### config.mk
export PLATFORM = sky130hd
export DESIGN_NAME = alu_input_loader
export DESIGN_NICKNAME = d
export VERILOG_FILES = /design/src/rtl/alu_pkg.sv /design/src/rtl/btn_debounce.sv /design/src/rtl/alu_input_loader.sv
export SDC_FILE = /design/constraint.sdc
export NUM_CORES = 1
export LEC_CHECK = 0
export CAP_MARGIN = 0
export CORE_ASPECT_RATIO = 2
export CORE_UTILIZATION = 47
export CTS_BUF_LIST = sky130_fd_sc_hd__clkbuf_4
export DETAILED_ROUTE_END_ITERATION = 10
export PLACE_DENSITY_LB_ADDON = 0.1
export SYNTH_ARGS = -nofsm -noshare
export SYNTH_HDL_FRONTEND = slang
export SYNTH_SLANG_ARGS = --single-unit
### constraint.sdc
create_clock -name i_clk -period 1.8 [get_ports i_clk]
set_input_delay 0.27 -clock i_clk [delete_from_list [all_inputs] [get_ports i_clk]]
set_output_delay 0.27 -clock i_clk [all_outputs]
set_load 0.05 [all_outputs]
### src/rtl/alu_pkg.sv
// ============================================================================
// Module : alu_pkg
// Brief  : Opcode constants and loader FSM state encoding shared by the loader.
// Rev    : 1.0
// ============================================================================
`default_nettype none

package alu_pkg;

    localparam logic [5:0] OP_ADD = 6'b100000;
    localparam logic [5:0] OP_SUB = 6'b100010;
    localparam logic [5:0] OP_AND = 6'b100100;
    localparam logic [5:0] OP_OR  = 6'b100101;
    localparam logic [5:0] OP_XOR = 6'b100110;
    localparam logic [5:0] OP_SRA = 6'b000011;
    localparam logic [5:0] OP_SRL = 6'b000010;
    localparam logic [5:0] OP_NOR = 6'b100111;

    typedef enum logic [1:0] {
        ST_IDLE    = 2'd0,
        ST_SETTLE  = 2'd1,
        ST_CAPTURE = 2'd2,
        ST_SHOW    = 2'd3
    } state_e;

endpackage

`default_nettype wire

### src/rtl/btn_debounce.sv
// ============================================================================
// Module : btn_debounce
// Brief  : Push-button conditioner: 2-flop synchronizer, optional debounce
//          (macro LOADER_DEBOUNCE_EN), rising-edge detect -> one-cycle strobe.
// Rev    : 1.0
// ============================================================================
`default_nettype none

module btn_debounce #(
    parameter int DB_CYCLES = 4
) (
    input  logic i_clk,
    input  logic i_rst_n,
    input  logic i_btn,
    output logic o_strobe
);

`ifdef LOADER_DEBOUNCE_EN
    localparam bit DB_ON = 1'b1;
`else
    localparam bit DB_ON = 1'b0;
`endif

    logic sync1_q;
    logic sync2_q;
    logic level_dly_q;
    logic strobe_q;
    logic w_level;

    always_ff @(posedge i_clk or negedge i_rst_n) begin
        if (!i_rst_n) begin
            sync1_q     <= 1'b0;
            sync2_q     <= 1'b0;
            level_dly_q <= 1'b0;
            strobe_q    <= 1'b0;
        end else begin
            sync1_q     <= i_btn;
            sync2_q     <= sync1_q;
            level_dly_q <= w_level;
            strobe_q    <= w_level & ~level_dly_q;
        end
    end

    generate
        if (DB_ON && DB_CYCLES > 0) begin : g_debounce
            localparam int CW = $clog2(DB_CYCLES + 1);

            logic [CW-1:0] cnt_q;
            logic [CW-1:0] cnt_d;
            logic          stable_q;
            logic          stable_d;

            // Count consecutive cycles that disagree with the accepted level;
            // any agreement (a bounce back) restarts the count.
            always_comb begin
                cnt_d    = cnt_q;
                stable_d = stable_q;
                if (sync2_q == stable_q) begin
                    cnt_d = '0;
                end else if (cnt_q == CW'(DB_CYCLES - 1)) begin
                    cnt_d    = '0;
                    stable_d = sync2_q;
                end else begin
                    cnt_d = cnt_q + 1'b1;
                end
            end

            always_ff @(posedge i_clk or negedge i_rst_n) begin
                if (!i_rst_n) begin
                    cnt_q    <= '0;
                    stable_q <= 1'b0;
                end else begin
                    cnt_q    <= cnt_d;
                    stable_q <= stable_d;
                end
            end

            assign w_level = stable_q;
        end else begin : g_bypass
            assign w_level = sync2_q;
        end
    endgenerate

    assign o_strobe = strobe_q;

endmodule

`default_nettype wire

### src/rtl/alu_input_loader.sv
// ============================================================================
// Module : alu_input_loader
// Brief  : Loads ALU operands/opcode from switches on button strobes and
//          captures the ALU result. Debounce stage under LOADER_DEBOUNCE_EN.
// Rev    : 1.0
// ============================================================================
`default_nettype none

module alu_input_loader
    import alu_pkg::*;
#(
    parameter int SIZE      = 8,
    parameter int DB_CYCLES = 4
) (
    input  logic                   i_clk,
    input  logic                   i_rst_n,
    input  logic [SIZE-1:0]        i_sw,
    input  logic                   i_btn_a,
    input  logic                   i_btn_b,
    input  logic                   i_btn_op,
    input  logic signed [SIZE-1:0] i_res_alu,
    input  logic                   i_carry_alu,
    output logic signed [SIZE-1:0] o_a_alu,
    output logic signed [SIZE-1:0] o_b_alu,
    output logic [5:0]             o_opcode_alu,
    output logic signed [SIZE-1:0] o_res_led,
    output logic                   o_carry_led,
    output logic                   o_valid
);

    logic w_stb_a;
    logic w_stb_b;
    logic w_stb_op;
    logic w_any_stb;
    logic w_capture;

    logic signed [SIZE-1:0] a_q;
    logic signed [SIZE-1:0] b_q;
    logic [5:0]             op_q;
    logic signed [SIZE-1:0] res_q;
    logic                   carry_q;
    logic                   loaded_a_q;
    logic                   loaded_b_q;
    logic                   loaded_op_q;
    state_e                 state_q;
    state_e                 state_d;

    btn_debounce #(.DB_CYCLES(DB_CYCLES)) u_db_a (
        .i_clk(i_clk), .i_rst_n(i_rst_n), .i_btn(i_btn_a), .o_strobe(w_stb_a)
    );
    btn_debounce #(.DB_CYCLES(DB_CYCLES)) u_db_b (
        .i_clk(i_clk), .i_rst_n(i_rst_n), .i_btn(i_btn_b), .o_strobe(w_stb_b)
    );
    btn_debounce #(.DB_CYCLES(DB_CYCLES)) u_db_op (
        .i_clk(i_clk), .i_rst_n(i_rst_n), .i_btn(i_btn_op), .o_strobe(w_stb_op)
    );

    assign w_any_stb = w_stb_a | w_stb_b | w_stb_op;

    // A new load invalidates the result in flight: restart the settle window
    // and skip this cycle's capture so the old result stays on the LEDs.
    always_comb begin
        state_d   = state_q;
        w_capture = 1'b0;
        case (state_q)
            ST_IDLE:    if (loaded_a_q && loaded_b_q && loaded_op_q) state_d = ST_SETTLE;
            ST_SETTLE:  state_d = ST_CAPTURE;
            ST_CAPTURE: begin
                state_d   = ST_SHOW;
                w_capture = 1'b1;
            end
            ST_SHOW:    state_d = ST_SHOW;
            default:    state_d = ST_IDLE;
        endcase
        if (w_any_stb && state_q != ST_IDLE) begin
            state_d   = ST_SETTLE;
            w_capture = 1'b0;
        end
    end

    always_ff @(posedge i_clk or negedge i_rst_n) begin
        if (!i_rst_n) begin
            state_q     <= ST_IDLE;
            a_q         <= '0;
            b_q         <= '0;
            op_q        <= '0;
            res_q       <= '0;
            carry_q     <= 1'b0;
            loaded_a_q  <= 1'b0;
            loaded_b_q  <= 1'b0;
            loaded_op_q <= 1'b0;
        end else begin
            state_q <= state_d;
            if (w_stb_a) begin
                a_q        <= i_sw;
                loaded_a_q <= 1'b1;
            end
            if (w_stb_b) begin
                b_q        <= i_sw;
                loaded_b_q <= 1'b1;
            end
            if (w_stb_op) begin
                op_q        <= i_sw[5:0];
                loaded_op_q <= 1'b1;
            end
            if (w_capture) begin
                res_q   <= i_res_alu;
                carry_q <= i_carry_alu;
            end
        end
    end

    assign o_a_alu      = a_q;
    assign o_b_alu      = b_q;
    assign o_opcode_alu = op_q;
    assign o_res_led    = res_q;
    assign o_carry_led  = carry_q;
    assign o_valid      = (state_q == ST_SHOW);

endmodule

`default_nettype wire

==> flow_summary.yaml <==
# flow metrics
run_status:
  outcome: "completed"
synth:
  ys_seq_share_pct: 71.22
  yosysUniqueCellTypes: 12
  ys_cells: 95
  yosysWarnings: 0
  syn_avg_cell_area_um2: 17.75
  syn_inst: 95
critical_path:
  r2r_cells: 3
  r2r_end: "o_res_led[7]$_DFFE_PN0P_"
  reg2reg_slack_ps: 490
  path_depth: 1
  crit_path_end: "o_res_led[7]"
  crit_type: "reg2out"
  crit_buf_inv: 1
cts:
  cts_resized: 31
cells_and_area:
  drive_above_1_share_pct: 31.45
  fin_area_mm2: 0.002325
  lay_top_cells: "48 x dfrtp_1, 31 x mux2_2, 31 x dlygate4sd2_1"
drt:
  wl_per_cell_um: 14.96
  vias_per_cell: 4.870
  drtPass1Iterations: 4
placed_design:
  numPortBuffers: 53
worst_hold_path:
  hold_path.class: "in2reg"
  hold_path_end: "u_db_b.sync1_q$_DFF_PN0_"
final_timing:
  worst_pin_slew_ps: 674.5
  post-route-min-period_ps: 1562
pwr:
  max-vdd-ir-drop_mv: 1.000
  p_leak_nw: 1.030
die:
  fp-row-count: 30
global_route:
  grt_pass1_wl_um: 5161
flow_run:
  tool_warnings: 26
==> through the flow <==
step	hold slack [ps]	utilization, %
final	326.5	68.06
after global routing	307.8	68.06
after CTS	301.5	68.06
after detailed placement	334.7	66.56
after global placement	325.1	66.56
after floorplan	-25.59	-
==> cell usage after synthesis <==
cell type	count	area, µm²
dfrtp_1	48	1201
mux2_2	31	349.1
buf_6	3	33.78
nor2b_1	3	18.77
or2_2	3	18.77
a41oi_1	1	8.760
and2_1	1	6.260
inv_1	1	3.750
nand3_4	1	17.52
nor3_4	1	16.27
o21a_1	1	7.510
o21ai_0	1	5.000
==> cell families after synthesis <==
| group | synth area share, % |
|---|---|
| DFF | 71.22 |
| buffers and inverters | 2.225 |
| and+or+nand+nor | 4.600 |
| muxes | 20.70 |
| AOI/OAI and AO/OA | 1.261 |
==> metal layers <==
layer  wire length (µm)  track usage [%]  up-vias  part of all wire [%]
li1                   -                -      454                     -
met3                145            4.375        6                   4.7
met5                  0                0        -                     0
met4                 79            9.917        0                   2.6
met1               1087            19.25      505                    35
met2               1784            34.76       43                    58
==> sequential cells by signal (all words and copies together), names as in the netlist, 2 cells and up <==
register	cells
o_opcode_alu	6
o_res_led	8
state_q	2
o_b_alu	8
o_a_alu	8
==> report_power, final <==
group          switching, mW  internal [mW]  leakage, nW
sequential             0.100           1.28        0.556
clock                  0.336          0.290       0.0428
combinational          0.847          0.371        0.432
total                   1.28           1.94         1.03
==> area by class of cell <==
class	instances	area [µm²]	share of cell area [%]
Clock buffer	5	37.54	1.615
Clock inverter	3	42.54	1.830
Tap cell	48	60.06	2.583
Timing Repair Buffer	59	531.8	22.87
Sequential cell	48	1201	51.67
Inverter	1	3.754	0.1615
Multi-Input combinational cell	43	447.9	19.27
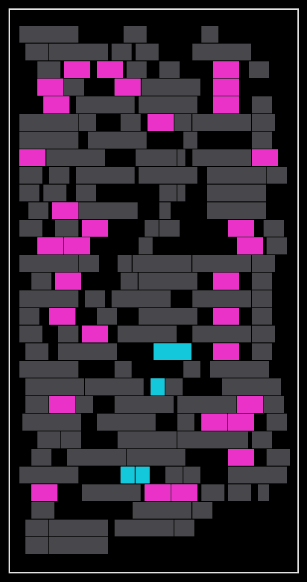
(gate families picked out)
colour	family	cells	most used	where
cyan	NOR gates	4	nor2b_1	south
magenta	multiplexers	31	mux2_2	widely spread
logic share of the area: 19.27%
most numerous logic cell after layout: dfrtp_1

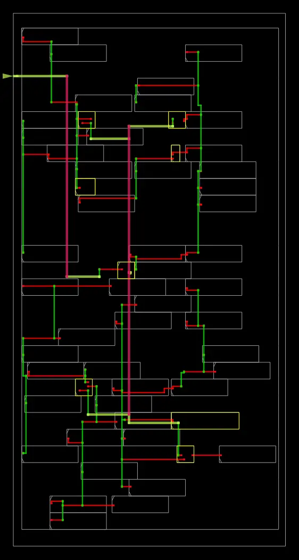
(clock nets)
# clock sinks: 48
clkbuf count: 5
Flops: 48

Power figures rest on the tool's default switching activity, not on a simulated workload.
